Fig. 1: signal wires on met2
Drawn at 2 px/um. Cells faint in the background.
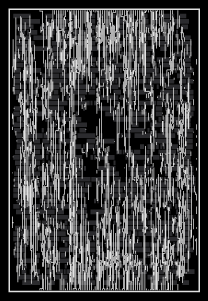
Fig. 2: routing congestion
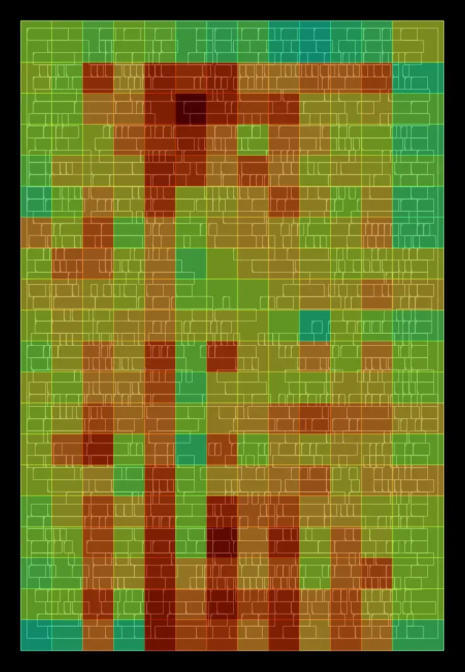
### config.mk
export PLATFORM = sky130hd
export DESIGN_NAME = pipe_mem_arbiter
export DESIGN_NICKNAME = d
export VERILOG_FILES = /design/src/rtl/pipe_mem_arbiter.sv
export SDC_FILE = /design/constraint.sdc
export NUM_CORES = 1
export LEC_CHECK = 0
export ABC_AREA = 1
export CORE_ASPECT_RATIO = 1.5
export CORE_UTILIZATION = 45
export CTS_BUF_LIST = sky130_fd_sc_hd__clkbuf_16
export CTS_CLUSTER_DIAMETER = 100
export DETAILED_ROUTE_END_ITERATION = 8
export GPL_TIMING_DRIVEN = 0
export PLACE_DENSITY_LB_ADDON = 0.1
export SLEW_MARGIN = 30
export SYNTH_ARGS = -nofsm -noshare
export SYNTH_HDL_FRONTEND = slang
export SYNTH_SLANG_ARGS = --single-unit
export TNS_END_PERCENT = 1
### constraint.sdc
create_clock -name clk -period 3.5 [get_ports clk]
set_input_delay 0.7 -clock clk [delete_from_list [all_inputs] [get_ports clk]]
set_output_delay 0.7 -clock clk [all_outputs]
set_load 0.01 [all_outputs]
### src/rtl/pipe_mem_arbiter.sv
// rtl/pipe_mem_arbiter.sv - IF/DM arbiter for one single-port unified memory with req/ack handshake.
// Tie-break: fixed DM > IF by default; MEM_ARB_RR_EN selects round-robin.
module pipe_mem_arbiter #(
    parameter int AW = 32,
    parameter int DW = 32
) (
    input  logic          clk,
    input  logic          rst,
    input  logic          if_req,
    input  logic [AW-1:0] if_addr,
    output logic [DW-1:0] if_rdata,
    output logic          if_ready,
    output logic          if_stall,
    input  logic          dm_req,
    input  logic          dm_we,
    input  logic [AW-1:0] dm_addr,
    input  logic [DW-1:0] dm_wdata,
    output logic [DW-1:0] dm_rdata,
    output logic          dm_ready,
    output logic          dm_stall,
    output logic          mem_req,
    output logic          mem_we,
    output logic [AW-1:0] mem_addr,
    output logic [DW-1:0] mem_wdata,
    input  logic [DW-1:0] mem_rdata,
    input  logic          mem_ack
);

    typedef enum logic [1:0] {IDLE, BUSY_IF, BUSY_DM, RESP} state_t;

    state_t        state, state_d;
    logic          mem_req_d, mem_we_d;
    logic [AW-1:0] mem_addr_d;
    logic [DW-1:0] mem_wdata_d;
    logic          if_ready_d, dm_ready_d;
    logic [DW-1:0] if_rdata_d, dm_rdata_d;
    logic          if_elig, dm_elig, pick_dm, pick_if;

`ifdef MEM_ARB_RR_EN
    // 1 = IF was granted last, so DM wins the next tie
    logic          rr_last, rr_last_d;
`endif

    // A requester whose ready pulse is out this cycle has already been served
    assign if_elig = if_req & ~if_ready;
    assign dm_elig = dm_req & ~dm_ready;

`ifdef MEM_ARB_RR_EN
    assign pick_dm = dm_elig & (~if_elig | rr_last);
`else
    assign pick_dm = dm_elig;
`endif
    assign pick_if = if_elig & ~pick_dm;

    assign if_stall = if_req & ~if_ready;
    assign dm_stall = dm_req & ~dm_ready;

    always_ff @(posedge clk or negedge rst) begin
        if (!rst) begin
            state     <= IDLE;
            mem_req   <= 1'b0;
            mem_we    <= 1'b0;
            mem_addr  <= '0;
            mem_wdata <= '0;
            if_ready  <= 1'b0;
            dm_ready  <= 1'b0;
            if_rdata  <= '0;
            dm_rdata  <= '0;
`ifdef MEM_ARB_RR_EN
            rr_last   <= 1'b1;
`endif
        end else begin
            state     <= state_d;
            mem_req   <= mem_req_d;
            mem_we    <= mem_we_d;
            mem_addr  <= mem_addr_d;
            mem_wdata <= mem_wdata_d;
            if_ready  <= if_ready_d;
            dm_ready  <= dm_ready_d;
            if_rdata  <= if_rdata_d;
            dm_rdata  <= dm_rdata_d;
`ifdef MEM_ARB_RR_EN
            rr_last   <= rr_last_d;
`endif
        end
    end

    always_comb begin
        state_d     = state;
        mem_req_d   = mem_req;
        mem_we_d    = mem_we;
        mem_addr_d  = mem_addr;
        mem_wdata_d = mem_wdata;
        if_ready_d  = 1'b0;
        dm_ready_d  = 1'b0;
        if_rdata_d  = if_rdata;
        dm_rdata_d  = dm_rdata;
`ifdef MEM_ARB_RR_EN
        rr_last_d   = rr_last;
`endif
        case (state)
            IDLE, RESP: begin
                if (pick_dm) begin
                    state_d     = BUSY_DM;
                    mem_req_d   = 1'b1;
                    mem_we_d    = dm_we;
                    mem_addr_d  = dm_addr;
                    mem_wdata_d = dm_wdata;
`ifdef MEM_ARB_RR_EN
                    rr_last_d   = 1'b0;
`endif
                end else if (pick_if) begin
                    state_d     = BUSY_IF;
                    mem_req_d   = 1'b1;
                    mem_we_d    = 1'b0;
                    mem_addr_d  = if_addr;
                    mem_wdata_d = '0;
`ifdef MEM_ARB_RR_EN
                    rr_last_d   = 1'b1;
`endif
                end else begin
                    state_d = IDLE;
                end
            end
            BUSY_IF: begin
                if (mem_ack) begin
                    state_d    = RESP;
                    mem_req_d  = 1'b0;
                    mem_we_d   = 1'b0;
                    if_rdata_d = mem_rdata;
                    if_ready_d = 1'b1;
                end
            end
            BUSY_DM: begin
                if (mem_ack) begin
                    state_d    = RESP;
                    mem_req_d  = 1'b0;
                    mem_we_d   = 1'b0;
                    // stores complete with zero read data
                    dm_rdata_d = mem_we ? '0 : mem_rdata;
                    dm_ready_d = 1'b1;
                end
            end
            default: state_d = IDLE;
        endcase
    end

endmodule
==> flow_metrics.tcl <==
# yosys + openroad results
set metrics [dict create \
    setup_slack_ns 0.716 \
    clk-insertion-delay-late_ns 0.42 \
    cellPowerDensity_nw_per_um2 914 \
    slew_headroom 0.644 \
    routed-wl-met3_um 1500 \
    status "finished clean" \
    cp-end-kind "output port" \
    syn_area_um2 5740 \
    slowest_stage "clkdlybuf4s50_1" \
    grt-ovfl-total 0 \
    max_stage_delay_ns 0.59 \
    syn2layout_area_growth_pct 61.0 \
    synth_cells 666 \
    edf_count 0 \
    ctsResizeCount 0 \
    ctsHoldBuffers 0 \
    postCtsSetupBuffers 0 \
    fmax_mhz 359 \
    rsz0062_at_grt "false" \
    lay_top_cells "nand2_1 (281), clkdlybuf4s50_1 (265), dfrtp_1 (134)" \
    chip_area_um2 13200 \
    cp_common_cell "inv_2" \
    layout_top_cell "nand2_1" \
    top_cell "nand2_1" \
    async_flop_share 1.00 \
    startpoint "dm_ready" \
    cp-start-kind "register" \
    fin_crit_ns 2.78 \
    path_depth 5 \
    ys_top_cells_by_count "nand2_1 (281), dfrtp_1 (134), nand3_1 (98)" \
    ios 268 \
    rr_startpoint "state[0]" \
    reg2reg_depth 7 \
    layout-drive-gt1-share 0.0715 \
    synth_cell_types 19 \
]
Back to the opening pictures, Fig. 1:
longest straight run	51.7 um
nets with wire on the layer	904
wire length on this layer	9,310 um
main direction	vertical
share of all routed wire	52%

Back to the opening pictures, Fig. 2:
final core occ: 0.743
M1 GR Usage: 0.286
gr usage total: 0.280
GRT met3 Usage: 0.0939
routed len/inst: 15.8 um

## area by class of cell
type	count	area, um^2	share of cell area
flip-flops and latches	134	3350	0.363
clock inverters	15	189	0.0204
repair buffers	267	2700	0.291
inverters	39	146	0.0158
well taps	156	195	0.0211
plain buffers	47	258	0.0279
multi-input cells	446	1990	0.215
clock buffers	17	425	0.0460
## cell families (layout without fill, tap and decap cells)
| logic type | Yosys count | in the layout | synth area share |
|---|---|---|---|
| and+or+nand+nor | 383 | 383 | 0.276 |
| AOI/OAI and AO/OA | 61 | 61 | 0.0651 |
| buffers and inverters | 86 | 385 | 0.0704 |
| adders and majority gates | 2 | 2 | 0.00436 |
| DFF | 134 | 134 | 0.584 |
## where the power goes
group	total, uW	switching, uW	internal [uW]
clock network	1840	662	1180
registers	2640	384	2250
logic	3970	2040	1920
Power figures rest on the tool's default switching activity, not on a simulated workload.
